Figure 1. Gate-type map (run 1).
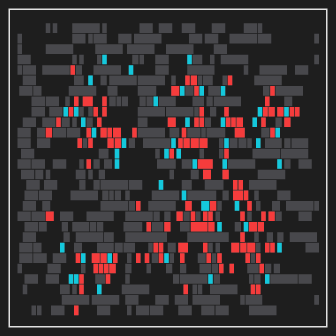
Figure 2. Sequential cells coloured by netlist name (run 1).
Other sequential cells in the stronger grey, the rest of the logic in the fainter grey.
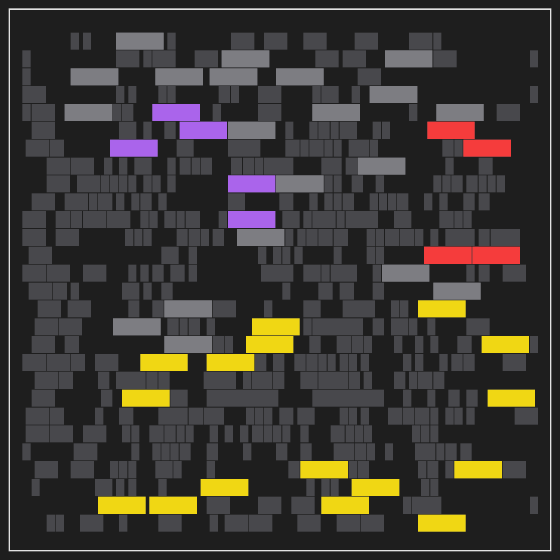
Figure 3. Metal 1 (run 1).
Supply wires on this layer in grey.
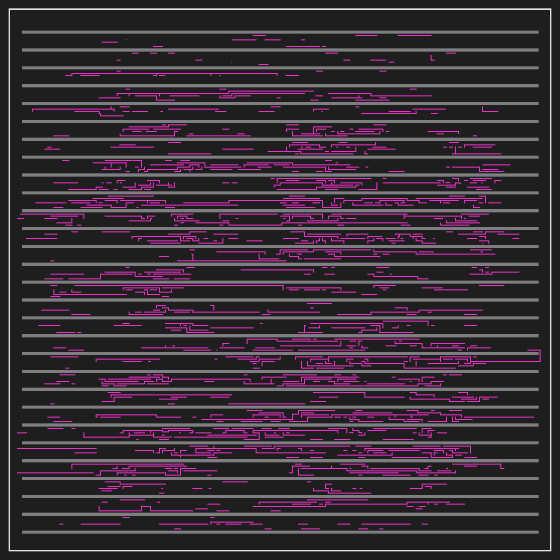
Figure 4. Power grid (run 1).
Pins as bars on the die edge.
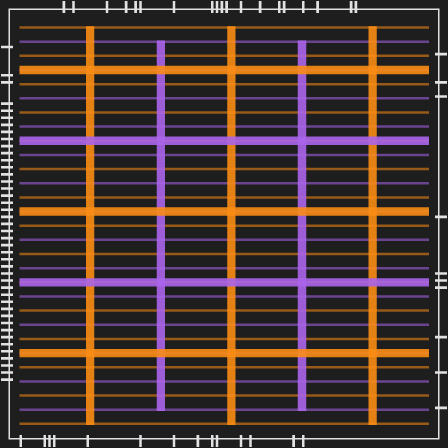
### config.mk
export PLATFORM = sky130hd
export DESIGN_NAME = cpu_seq_ctrl
export DESIGN_NICKNAME = d
export VERILOG_FILES = /design/src/rtl/cpu_seq_pkg.sv /design/src/rtl/cpu_seq_decode.sv /design/src/rtl/cpu_seq_ctrl.sv
export SDC_FILE = /design/constraint.sdc
export NUM_CORES = 1
export LEC_CHECK = 0
export ABC_AREA = 1
export CAP_MARGIN = 20
export CORE_MARGIN = 1.5
export CORE_UTILIZATION = 40
export CTS_CLUSTER_DIAMETER = 40
export DETAILED_ROUTE_END_ITERATION = 7
export HOLD_SLACK_MARGIN = 0.03
export PLACE_DENSITY_LB_ADDON = 0.08
export SYNTH_ARGS = -nofsm -noshare
export SYNTH_HDL_FRONTEND = slang
export SYNTH_SLANG_ARGS = --single-unit
### constraint.sdc
create_clock -name clk -period 2.43 [get_ports clk]
set_clock_uncertainty 0.15 [all_clocks]
set_input_delay 0.486 -clock clk [delete_from_list [all_inputs] [get_ports clk]]
set_output_delay 0.486 -clock clk [all_outputs]
set_load 0.01 [all_outputs]
### src/rtl/cpu_seq_pkg.sv
// Shared types and constants for the multi-cycle RISC-V sequencer.
package cpu_seq_pkg;

    typedef enum logic [3:0] {
        ST_IDLE   = 4'd0,
        ST_BOOT   = 4'd1,
        ST_FETCH  = 4'd2,
        ST_DECODE = 4'd3,
        ST_EXEC   = 4'd4,
        ST_MEM    = 4'd5,
        ST_WB     = 4'd6,
        ST_DONE   = 4'd7,
        ST_ERROR  = 4'd8
    } seq_state_t;

    localparam logic [6:0] OP_R   = 7'h33;
    localparam logic [6:0] OP_I   = 7'h13;
    localparam logic [6:0] OP_LW  = 7'h03;
    localparam logic [6:0] OP_S   = 7'h23;
    localparam logic [6:0] OP_SB  = 7'h63;
    localparam logic [6:0] OP_JAL = 7'h6F;

    localparam logic [2:0] ALU_ADD = 3'b010;
    localparam logic [2:0] ALU_SUB = 3'b110;
    localparam logic [2:0] ALU_AND = 3'b000;
    localparam logic [2:0] ALU_OR  = 3'b001;
    localparam logic [2:0] ALU_SLT = 3'b111;

    // Control bundle latched in DECODE and consumed by EXEC/MEM/WB.
    typedef struct packed {
        logic [2:0] alu_op;
        logic       alu_src;
        logic       mem2reg;
        logic       reg_write;
        logic       mem_read;
        logic       mem_write;
        logic       is_branch;
        logic       is_jump;
    } seq_ctrl_t;

endpackage

### src/rtl/cpu_seq_decode.sv
// Combinational opcode decode: instruction word to control bundle plus illegal flag.
module cpu_seq_decode
    import cpu_seq_pkg::*;
(
    input  logic [31:0] ins,
    output seq_ctrl_t   ctrl,
    output logic        illegal
);

    logic [6:0] opcode;
    logic [2:0] funct3;
    logic       funct7_b5;

    assign opcode    = ins[6:0];
    assign funct3    = ins[14:12];
    assign funct7_b5 = ins[30];

    // Register fields are the datapath's business, not the sequencer's.
    logic unused_fields;
    assign unused_fields = ^{ins[31], ins[29:15], ins[11:7]};

    // Decode opcode/funct fields; anything unrecognised is flagged illegal.
    always_comb begin
        ctrl    = '0;
        illegal = 1'b0;
        case (opcode)
            OP_R: begin
                ctrl.reg_write = 1'b1;
                case (funct3)
                    3'b000:  ctrl.alu_op = funct7_b5 ? ALU_SUB : ALU_ADD;
                    3'b111:  ctrl.alu_op = ALU_AND;
                    3'b110:  ctrl.alu_op = ALU_OR;
                    3'b010:  ctrl.alu_op = ALU_SLT;
                    default: ctrl.alu_op = ALU_ADD;
                endcase
            end
            OP_I: begin
                ctrl.alu_op    = ALU_ADD;
                ctrl.alu_src   = 1'b1;
                ctrl.reg_write = 1'b1;
            end
            OP_LW: begin
                ctrl.alu_op    = ALU_ADD;
                ctrl.alu_src   = 1'b1;
                ctrl.mem2reg   = 1'b1;
                ctrl.reg_write = 1'b1;
                ctrl.mem_read  = 1'b1;
            end
            OP_S: begin
                ctrl.alu_op    = ALU_ADD;
                ctrl.alu_src   = 1'b1;
                ctrl.mem_write = 1'b1;
            end
            OP_SB: begin
                ctrl.alu_op    = ALU_SUB;
                ctrl.is_branch = 1'b1;
            end
            OP_JAL: begin
                ctrl.alu_op    = ALU_ADD;
                ctrl.reg_write = 1'b1;
                ctrl.is_jump   = 1'b1;
            end
            default: illegal = 1'b1;
        endcase
    end

endmodule

### src/rtl/cpu_seq_ctrl.sv
// Multi-cycle sequencer: BOOT, FETCH, DECODE, EXEC, optional MEM, WB.
// Optional cycle counter enabled by defining CPU_SEQ_CYCLE_CNT_EN.
module cpu_seq_ctrl
    import cpu_seq_pkg::*;
#(
    parameter int MAX_INS     = 43,
    parameter int MEM_TIMEOUT = 15,
    parameter int CNT_W       = 16
) (
    input  logic             clk,
    input  logic             rst,
    input  logic             start,
    input  logic [31:0]      ins,
    input  logic             zero,
    input  logic             mem_ack,
    output logic             boot,
    output logic             pc_en,
    output logic             fetch_en,
    output logic [2:0]       alu_op,
    output logic             alu_src,
    output logic             mem2reg,
    output logic             reg_write,
    output logic             mem_req,
    output logic             mem_read,
    output logic             mem_write,
    output logic             is_branch,
    output logic             is_jump,
    output logic             busy,
    output logic             done,
    output logic             err,
    output logic [CNT_W-1:0] ins_count,
    output logic [CNT_W-1:0] cycle_count
);

    localparam int WAIT_W = $clog2(MEM_TIMEOUT + 1);

    seq_state_t        state_reg, state_next;
    seq_ctrl_t         dec_ctrl, ctrl_reg;
    logic              dec_illegal;
    logic [WAIT_W-1:0] wait_reg, wait_next;
    logic [CNT_W-1:0]  ins_count_reg;
    logic              last_ins;

    logic boot_reg, pc_en_reg, fetch_en_reg, reg_write_reg;
    logic mem_req_reg, mem_read_reg, mem_write_reg;
    logic is_branch_reg, is_jump_reg, busy_reg, done_reg, err_reg;
    logic boot_next, pc_en_next, fetch_en_next, reg_write_next;
    logic mem_req_next, mem_read_next, mem_write_next;
    logic is_branch_next, is_jump_next, busy_next, done_next, err_next;

    // The zero flag is consumed by yPC directly alongside is_branch.
    logic unused_zero;
    assign unused_zero = zero;

    cpu_seq_decode u_decode (
        .ins     (ins),
        .ctrl    (dec_ctrl),
        .illegal (dec_illegal)
    );

    assign last_ins = (ins == 32'h0) ||
                      ((MAX_INS != 0) && ((ins_count_reg + CNT_W'(1)) == CNT_W'(MAX_INS)));

    // Next-state logic and registered-output precomputation from the next state.
    always_comb begin
        state_next = state_reg;
        wait_next  = wait_reg;
        case (state_reg)
            ST_IDLE:   if (start) state_next = ST_BOOT;
            ST_BOOT:   state_next = ST_FETCH;
            ST_FETCH:  state_next = ST_DECODE;
            ST_DECODE: state_next = dec_illegal ? ST_ERROR : ST_EXEC;
            ST_EXEC: begin
                wait_next  = '0;
                state_next = (ctrl_reg.mem_read || ctrl_reg.mem_write) ? ST_MEM : ST_WB;
            end
            ST_MEM: begin
                // An ack on the final allowed cycle still wins over the timeout.
                if (mem_ack)
                    state_next = ST_WB;
                else if (wait_reg == WAIT_W'(MEM_TIMEOUT - 1))
                    state_next = ST_ERROR;
                else
                    wait_next = wait_reg + WAIT_W'(1);
            end
            ST_WB:     state_next = last_ins ? ST_DONE : ST_FETCH;
            ST_DONE:   state_next = ST_DONE;
            ST_ERROR:  state_next = ST_ERROR;
            default:   state_next = ST_ERROR;
        endcase

        boot_next      = (state_next == ST_BOOT);
        pc_en_next     = (state_next == ST_BOOT) || (state_next == ST_WB);
        fetch_en_next  = (state_next == ST_FETCH);
        reg_write_next = (state_next == ST_WB) && ctrl_reg.reg_write;
        is_branch_next = (state_next == ST_WB) && ctrl_reg.is_branch;
        is_jump_next   = (state_next == ST_WB) && ctrl_reg.is_jump;
        mem_req_next   = (state_next == ST_MEM);
        mem_read_next  = (state_next == ST_MEM) && ctrl_reg.mem_read;
        mem_write_next = (state_next == ST_MEM) && ctrl_reg.mem_write;
        busy_next      = (state_next != ST_IDLE) && (state_next != ST_DONE) &&
                         (state_next != ST_ERROR);
        done_next      = (state_next == ST_DONE);
        err_next       = (state_next == ST_ERROR);
    end

    // State, handshake wait counter and registered outputs.
    always_ff @(posedge clk) begin
        if (rst) begin
            state_reg     <= ST_IDLE;
            wait_reg      <= '0;
            boot_reg      <= 1'b0;
            pc_en_reg     <= 1'b0;
            fetch_en_reg  <= 1'b0;
            reg_write_reg <= 1'b0;
            is_branch_reg <= 1'b0;
            is_jump_reg   <= 1'b0;
            mem_req_reg   <= 1'b0;
            mem_read_reg  <= 1'b0;
            mem_write_reg <= 1'b0;
            busy_reg      <= 1'b0;
            done_reg      <= 1'b0;
            err_reg       <= 1'b0;
        end else begin
            state_reg     <= state_next;
            wait_reg      <= wait_next;
            boot_reg      <= boot_next;
            pc_en_reg     <= pc_en_next;
            fetch_en_reg  <= fetch_en_next;
            reg_write_reg <= reg_write_next;
            is_branch_reg <= is_branch_next;
            is_jump_reg   <= is_jump_next;
            mem_req_reg   <= mem_req_next;
            mem_read_reg  <= mem_read_next;
            mem_write_reg <= mem_write_next;
            busy_reg      <= busy_next;
            done_reg      <= done_next;
            err_reg       <= err_next;
        end
    end

    // Latch decoded controls once per instruction; they stay stable through WB.
    always_ff @(posedge clk) begin
        if (rst)
            ctrl_reg <= '0;
        else if (state_reg == ST_DECODE && !dec_illegal)
            ctrl_reg <= dec_ctrl;
    end

    // Retired-instruction counter, bumped on leaving WB, saturating.
    always_ff @(posedge clk) begin
        if (rst)
            ins_count_reg <= '0;
        else if (state_reg == ST_WB && ins_count_reg != '1)
            ins_count_reg <= ins_count_reg + CNT_W'(1);
    end

`ifdef CPU_SEQ_CYCLE_CNT_EN
    logic [CNT_W-1:0] cycle_count_reg;

    // Busy-cycle counter, saturating.
    always_ff @(posedge clk) begin
        if (rst)
            cycle_count_reg <= '0;
        else if (busy_reg && cycle_count_reg != '1)
            cycle_count_reg <= cycle_count_reg + CNT_W'(1);
    end

    assign cycle_count = cycle_count_reg;
`else
    assign cycle_count = '0;
`endif

    assign boot      = boot_reg;
    assign pc_en     = pc_en_reg;
    assign fetch_en  = fetch_en_reg;
    assign alu_op    = ctrl_reg.alu_op;
    assign alu_src   = ctrl_reg.alu_src;
    assign mem2reg   = ctrl_reg.mem2reg;
    assign reg_write = reg_write_reg;
    assign mem_req   = mem_req_reg;
    assign mem_read  = mem_read_reg;
    assign mem_write = mem_write_reg;
    assign is_branch = is_branch_reg;
    assign is_jump   = is_jump_reg;
    assign busy      = busy_reg;
    assign done      = done_reg;
    assign err       = err_reg;
    assign ins_count = ins_count_reg;

endmodule

==> flow_results.org, run 1 <==
#+TITLE: Implementation results

** Clocking
- The CTS report gives the tree buffer count as 5.
- Buffer count from post-CTS setup fixing :: 0
- Counting along the longest clock path gives a buffer depth of 2.
- The clock tree synthesis step divided the H-tree into 2 levels.
- The cell sitting at the root of the clock tree is a sky130_fd_sc_hd__clkbuf_8.

** Die
- The region available for standard cell placement spans 0.00599 mm2.
- The floorplan has 28 rows.
- Pin placement for this block handled around 86 I/O pins.
- The flow inserted between 70 and 80 tap cells.

** GRT
- Entering global routing, the biggest net connects 23 pins.
- The via count of the first global-routing pass came to 2,202.
- For this run the aggregate overflow at the end of global routing stands at 0.
- Met1 Track Usage GR :: 24.5%

** Final layout
- Number of antenna cells inserted :: 0
- Largest cell class by area :: logic gates
- The sequential cells in the finished layout cover a total of 901 um2.
- Layout Nets :: approximately 480
- Comb area share :: between 30% and 40%
- Per the layout report, the design carries 75 non-clock buffers.
- Final non-clock buffer share :: 21.9%
- Among logic cells in the layout, the one with the most instances is sky130_fd_sc_hd__nand2_1.

** Yosys
- Yosys mapped a number of flops with a built-in enable equal to 0.
- The synthesis run shows the most used standard cells to be sky130_fd_sc_hd__nand2_1 (74), sky130_fd_sc_hd__nor2_1 (52), sky130_fd_sc_hd__dfxtp_1 (45).
- The mapped netlist covers 0.00251 mm2.
- Post-synthesis async set-or-reset flop share :: 0%
- The share of synthesized area in the top cell type comes to 35.9%.
- Ranking of synthesized cells by area :: sky130_fd_sc_hd__dfxtp_1 (36%), sky130_fd_sc_hd__nand2_1 (11%), sky130_fd_sc_hd__nor2_1 (7.8%), sky130_fd_sc_hd__inv_1 (6.3%), sky130_fd_sc_hd__buf_4 (5.7%)
- Synthesis produced approximately 370 cells.
- Commonest register cell after synthesis :: sky130_fd_sc_hd__dfxtp_1

** Critical path
- For reference, the most critical setup path is categorized as flop to flop.
- Arrival time reported for the critical path endpoint :: roughly 2200 ps
- Setup slack on the worst reg-to-reg path comes out at about 250 ps.

** Min path
- Worst min-delay path class :: flop to flop

** Routing
- Vias :: 2,491
- In the per-layer breakdown of the detailed-route log, met1 shows 2.81 mm.
- Number of routed nets with antenna violations :: 0
- Wire segments on met2 add up to ~2.7 mm in the final route.
- In the detailed route, the total length drawn on met3 is 416 um.
- In the log, the iteration count for the first detailed-route pass is 4.

** Power and ir drop
- P per Cell Area :: between 400 and 500 mW/mm2

** Status
- Run status :: finished, final reports clean

** STA
- For this run, the final setup violation count is recorded as 0.
- The final max-slew violation count recorded for this run is 0.

** Placement
- The wire-length estimate of the detail-placed layout is roughly 4.6 mm.
- OpenSTA, run right after detailed placement, puts the worst setup slack at 80.5 ps.

** Job
- Per the run summary, max-cap violations total 0.
- OpenROAD warnings :: 29
Back to the opening pictures, Figure 1:
legend:
  NAND gates:
    colour: red
    cells: 112
    most_used: nand2_1
  inverters:
    colour: cyan
    cells: 45
    most_used: inv_1

Back to the opening pictures, Figure 2:
legend:
  ctrl_reg:
    colour: purple
    flops: 5
  ins_count:
    colour: yellow
    flops: 16
  wait_reg:
    colour: red
    flops: 4

Back to the opening pictures, Figure 3:
longest straight run: 31.7 um
wire length on this layer: 2,810 um
nets with wire on the layer: 416
main direction: horizontal

Back to the opening pictures, Figure 4:
legend:
  VDD:
    colour: purple
  VSS:
    colour: orange
rows: 28
signal pins: 86
met5 straps: 5
met1 rails: 29
met4 straps: 5

run 1: path summary, 6_finish.rpt:
| path | start | to | depth (start not counted) |
|---|---|---|---|
| worst min-delay path | ctrl_reg[1] | is_branch | 2 |
| worst max-delay path | ins_count[0] | busy | 12 |
| worst min register to register | ctrl_reg[1] | is_branch | 2 |
| worst max register to register | ins_count[0] | busy | 12 |
run 1: cell families (layout without fill, tap and decap cells):
kind of cell,count (synthesis),in the layout,synth area share [%]
flip-flops,45,45,35.9
AND-OR/OR-AND,55,55,13.4
buffers and inverters,71,128,14.2
AND/OR/NAND/NOR,185,185,33.0
other,1,16,0.149
adder cells (fa/ha/maj),4,4,1.99
XOR/XNOR,4,4,1.39
run 1: through the flow:
| step | util (%) | instance area (um2) |
|---|---|---|
| after detailed placement | 53.6 | 3210 |
| final | 55.8 | 3340 |
| after global routing | 55.8 | 3340 |
| after CTS | 55.8 | 3340 |
| after global placement | 53.6 | 3210 |
| after floorplan | - | 2570 |
run 1: where the power goes:
group          internal (uW)  leakage, uW  switching [uW]
Sequential               749     0.000364            6.88
Combinational           86.0     0.000918            79.7
Clock                    409    0.0000681             261
Total                   1240      0.00135             348
run 1: worst max-delay path, stage by stage, from the launching register on:
cell and delay [ps]:
sky130_fd_sc_hd__dfxtp_1 400, sky130_fd_sc_hd__ha_1 240, sky130_fd_sc_hd__nand3_1 160, sky130_fd_sc_hd__nor2_1 210, sky130_fd_sc_hd__nand2_1 130, sky130_fd_sc_hd__xor2_1 190
sky130_fd_sc_hd__nand2_1 90, sky130_fd_sc_hd__nor2_1 110, sky130_fd_sc_hd__nand3_1 100, sky130_fd_sc_hd__nand2_2 80, sky130_fd_sc_hd__nand2_4 70, sky130_fd_sc_hd__o41ai_1 90
sky130_fd_sc_hd__nor2_2 50
--- run 2 (diff from run 1) ---
--- a/config.mk
+++ b/config.mk
@@ -8,7 +8,7 @@
 export ABC_AREA = 1
 export CAP_MARGIN = 20
 export CORE_MARGIN = 1.5
-export CORE_UTILIZATION = 40
+export CORE_UTILIZATION = 46
 export CTS_CLUSTER_DIAMETER = 40
 export DETAILED_ROUTE_END_ITERATION = 7
 export HOLD_SLACK_MARGIN = 0.03
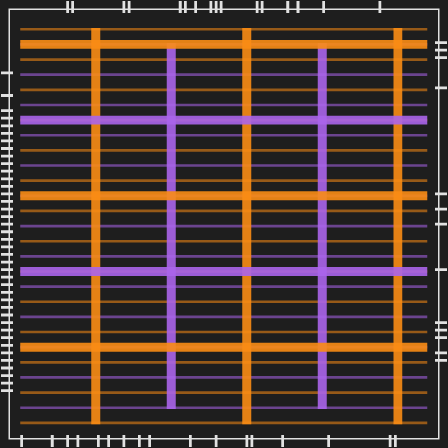
Figure 5: run 2, power grid.
Pins as bars on the die edge.
legend:
  VSS:
    colour: orange
  VDD:
    colour: purple
met5 straps: 5
met1 rails: 27
signal pins: 86
met4 straps: 5
die span in x: 76.9 um
floorplan core area: 0.00517 mm2
peak ir drop on the vdd network: 0.199 mV
Die H: 76.9 um

==> flow_results.org, run 2 <==
#+TITLE: Implementation results

** Status
- Run status :: finished, final reports clean

** Critical path
- Startpoint-to-endpoint class of the critical path :: flop to flop
- STA classifies the critical path endpoint as a flop.
- Arrival time reported for the critical path endpoint :: 2240 ps

** STA
- Final Slew Violations :: 0
- Number of hold violations in the final report :: 0
- The end-of-flow timing check tallies setup violations at 0.
- Setup repair after global routing left no endpoint under its margin.

** Placement
- For this run the detailed placement stage logged an HPWL of 4.72 mm.
- Pre-CTS setup slack :: 67.5 ps

** Routing
- Met2 layer wire length in the routed design :: 2.75 mm
- Once detail routing completed, the nets flagged for antenna violations numbered 0.
- Routed wire length on met3 :: approximately 320 um
- The detailed router placed 2,550 vias in this run.
- The first detailed-routing pass took 4 iterations.
- Routed length per instance :: 11.8 um

** Die
- During I/O placement, the number of pins put on the boundary was 86.
- Row generation in the floorplan step produced 26 rows.
- Before placement the cells fill roughly 50% of the core.

** Yosys
- For reference, the top cells by area after synthesis are sky130_fd_sc_hd__dfxtp_1 (36%), sky130_fd_sc_hd__nand2_1 (11%), sky130_fd_sc_hd__nor2_1 (7.8%), sky130_fd_sc_hd__inv_1 (6.3%), sky130_fd_sc_hd__buf_4 (5.7%).
- Of the total synthesized cell area, the portion taken by AND, OR, NAND and NOR gates is 33.0%.
- Cells after synthesis :: 365
- Count of library flops with an enable pin :: 0
- Dominant kind of combinational cell :: simple AND/OR/NAND/NOR gates
- Among all flip-flop cells after synthesis, the most frequent one is sky130_fd_sc_hd__dfxtp_1.
- Complex-gate fraction of the synthesized area :: 13.4%
- Area fraction in mux cells :: 0%
- Netlist Area Pre-Place :: 0.00251 mm2
- Area share of the largest cell type after synthesis :: 35.9%
- Top cell types by occurrence after synthesis :: sky130_fd_sc_hd__nand2_1 (74), sky130_fd_sc_hd__nor2_1 (52), sky130_fd_sc_hd__dfxtp_1 (45)
- Fraction of synthesized cell area in xor and xnor cells :: under 10%
- Post-synthesis async set-or-reset flop share :: 0%
- Summing the areas of all fa, ha and maj instances in the mapped netlist gives 1.99% of the synthesized area.

** Clocking
- Once the clock tree was built, the setup fixing pass inserted 0 buffers.
- The H-tree generated during clock tree synthesis spans 2 levels.
- TritonCTS buffer count :: 5
- In this run the clock root is driven by a sky130_fd_sc_hd__clkbuf_8.
- Count of cells resized by post-cts repair :: 0
- Clk buf depth :: 2

** Job
- Max-Cap Viols :: 0
- The tool warning count for the run is 29.

** Final layout
- According to the finish report, the design has a final net count of 479.
- Between the synthesized netlist and the finished layout, the area growth was recorded as 31.3%.
- Highest-count logic cell in the final layout :: sky130_fd_sc_hd__nand2_1

** GRT
- Number of global-route vias before repair :: 2,324
- For this run, global-route usage on met1 was measured as 27.8%.
- For this run the aggregate overflow at the end of global routing stands at 0.

** Power and ir drop
- The report lists the power per cell area as between 400 and 500 mW/mm2.

** Min path
- The type recorded for the worst min-delay path is flop to flop.
[run 2: netlist changes by cell type in the layout (fill, tap and decap cells not counted), sizes merged]
cell    change
clkinv      -1
bufinv      -2
clkbuf      +3
buf         +2
[run 2: through the flow]
step | instance area [um2] | instances | total power [uW] | utilization (%) | hold WS, ps
floorplan | 2570 | 380 | 864 | - | 266
global placement | 3220 | 501 | 934 | 62.2 | 280
detailed placement | 3220 | 501 | 937 | 62.2 | 279
CTS | 3300 | 509 | 1380 | 63.8 | 291
global route | 3300 | 509 | 1440 | 63.8 | 314
finish | 3300 | 509 | 1370 | 63.8 | 288
[run 2: worst max-delay path: stages, from the launching register on]
cell                      delay (ps)
sky130_fd_sc_hd__dfxtp_1         410
sky130_fd_sc_hd__ha_1            250
sky130_fd_sc_hd__nand2_1          80
sky130_fd_sc_hd__nor2_2          190
sky130_fd_sc_hd__nand4_2         170
sky130_fd_sc_hd__o31ai_4         400
sky130_fd_sc_hd__inv_4           170
sky130_fd_sc_hd__o21ai_0         200
sky130_fd_sc_hd__a31oi_1          60
[run 2: layout make-up]
| class | count | area [um2] | area share (%) |
|---|---|---|---|
| Sequential cell | 45 | 901 | 27.3 |
| Tap cell | 70 | 87.6 | 2.65 |
| Timing Repair Buffer | 77 | 748 | 22.7 |
| Inverter | 45 | 171 | 5.20 |
| Multi-Input combinational cell | 264 | 1310 | 39.7 |
| Clock buffer | 8 | 80.1 | 2.43 |
[run 2: worst paths after layout]
kind,endpoint,from,slack (ps),cells after the start
max,ins_count[13],ins_count[0],210,8
min,is_jump,ctrl_reg[0],290,2
max reg2reg,ins_count[13],ins_count[0],210,8
min reg2reg,is_jump,ctrl_reg[0],290,2
[run 2: where the power goes]
part           internal (uW)  switching [uW]
combinational           86.0            78.3
sequential               749            6.87
clock                    205             244
--- run 3 (diff from run 2) ---
--- a/config.mk
+++ b/config.mk
@@ -13,6 +13,7 @@
 export DETAILED_ROUTE_END_ITERATION = 7
 export HOLD_SLACK_MARGIN = 0.03
 export PLACE_DENSITY_LB_ADDON = 0.08
+export SETUP_SLACK_MARGIN = 0.3
 export SYNTH_ARGS = -nofsm -noshare
 export SYNTH_HDL_FRONTEND = slang
 export SYNTH_SLANG_ARGS = --single-unit
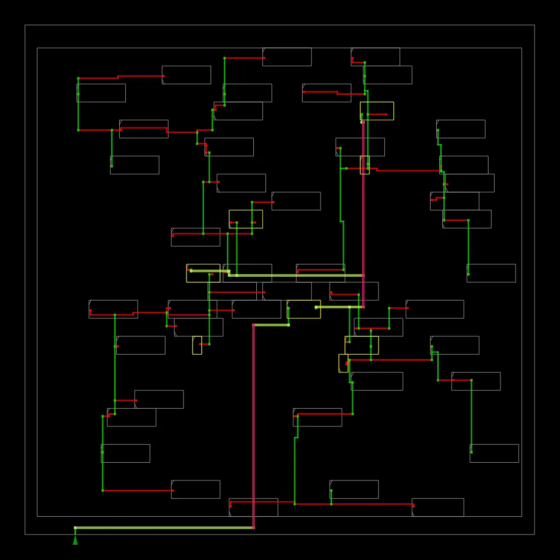
Figure 6: run 3, clock wiring as the flow saved it.
FFs & Latches: 45
TritonCTS buffer count: 5
CTS Sinks: 45
number of clock buffers in the layout: 8
clock network power: 448 uW

==> flow_results.org, run 3 <==
#+TITLE: Implementation results

** Critical path
- The critical path crosses 10 cells after its start point.
- Worst Path Buf+Inv :: 2
- The number of cells on the worst reg-to-reg path is 8.
- Reg2Reg Launch Point :: ins_count[1]
- Looking at the reg2reg group, the worst path ends at ins_count[13].
- The data arrival time reported for the critical path is 2080 ps.
- The worst setup path is captured at a flop.
- Startpoint-to-endpoint class of the critical path :: primary input to flop
- The report lists the cells along the critical path as clkdlybuf4s50_1 -> inv_1 -> nand2_1 -> nor2_2 -> nand2_1 -> nand3_1 -> nand2_1 -> nand2_1 -> o41ai_2 -> nor2_2.

** Routing
- Nets still carrying antenna violations after routing amount to 0.
- In the log, the iteration count for the first detailed-route pass is 4.
- The detailed router placed roughly 2,600 vias in this run.
- Routed wire length on met3 :: 345 um
- Routed length per instance :: 12.0 um

** Power and ir drop
- Per the summary, power density relative to cell area is 407 mW/mm2.

** Yosys
- The mapped netlist covers 0.00251 mm2.
- The main area contributors are sky130_fd_sc_hd__dfxtp_1 (36%), sky130_fd_sc_hd__nand2_1 (11%), sky130_fd_sc_hd__nor2_1 (7.8%), sky130_fd_sc_hd__inv_1 (6.3%), sky130_fd_sc_hd__buf_4 (5.7%).
- The most used flip-flop cell after synthesis is sky130_fd_sc_hd__dfxtp_1.
- Fraction of synthesized cell area in xor and xnor cells :: approximately 1.4%
- Area share of the largest cell type after synthesis :: 35.9%
- Simple-Gate Fraction of Synth Area :: 33.0%
- Area fraction in mux cells :: 0%
- The synthesis run identifies the leading combinational cell family as simple AND/OR/NAND/NOR gates.
- Post-synthesis async set-or-reset flop share :: 0%

** STA
- Number of hold violations in the final report :: 0
- Per the final report, max-transition violations number 0.
- Across all hold checks on the routed design, the worst slack comes to 289 ps.

** GRT
- Total overflow reported by the global router :: 0
- The global routing report lists met1 layer usage as 27.6%.
- Pin count of the biggest net entering global routing :: 23

** Die
- Floorplan core area :: roughly 0.0052 mm2
- For this design the top-level I/O count stands at 86.
- Die H :: 76.9 um
- Before placement the cells fill 48.6% of the core.

** Final layout
- Post-route cell area :: 0.00337 mm2
- Cells fill between 60% and 70% of the core in the end.
- Leaving out fill and tap cells, the most frequent cell in the layout is sky130_fd_sc_hd__nand2_1.
- Layout Nets :: 481

** Placement
- Placed Cells :: 501

** Status
- The run finished with clean final reports.

** Job
- OpenROAD warnings :: 29
==> run 3: logic make-up after synthesis <==
group,Yosys count
buf+inv,71
compound gates,55
simple gates,185
flops,45
fa+ha+maj,4
xor+xnor,4
other cells,1
==> run 3: timing repair <==
action / 4_1_cts / 5_1_grt
setup buffers: 2 / 0
hold endpoints to repair: 0 / 0
endpoints found under the setup margin: 13 / 17
pin swaps: 1 / 1
resized: 2 / 13
==> run 3: worst max path at each step <==
stage,startpoint,endpoint,slack (ps)
2_1_floorplan,ins_count[1],busy,490
3_3_place_gp,ins[4],busy,90
3_5_place_dp,ins[4],busy,70
4_1_cts,ins_count[0],ins_count[11],330
5_1_grt,ins_count[1],busy,280
6_report,ins[4],busy,380
==> run 3: where the power goes <==
part / switching [uW] / internal [uW] / total [uW]
logic: 81.1 / 87.9 / 169
registers: 7.19 / 748 / 755
clock network: 243 / 205 / 448
total: 331 / 1040 / 1370
==> run 3: worst register-to-register path, cell delays in order, from the launching register on <==
cell and delay (ps):
sky130_fd_sc_hd__dfxtp_1 380, sky130_fd_sc_hd__ha_4 170, sky130_fd_sc_hd__nand2_1 60, sky130_fd_sc_hd__nor2_2 190
sky130_fd_sc_hd__nand4_2 170, sky130_fd_sc_hd__o31ai_4 350, sky130_fd_sc_hd__inv_4 160, sky130_fd_sc_hd__o21ai_0 200
sky130_fd_sc_hd__a31oi_1 60
==> run 3: final cells by class <==
class / instances / area, um2 / area share, %
multi-input cells: 264 / 1360 / 40.4
flip-flops and latches: 45 / 907 / 26.9
repair buffers: 79 / 763 / 22.6
inverters: 45 / 171 / 5.09
well taps: 70 / 87.6 / 2.60
clock buffers: 8 / 80.1 / 2.38
No activity file was given, so power comes from the tool's default toggle rates.
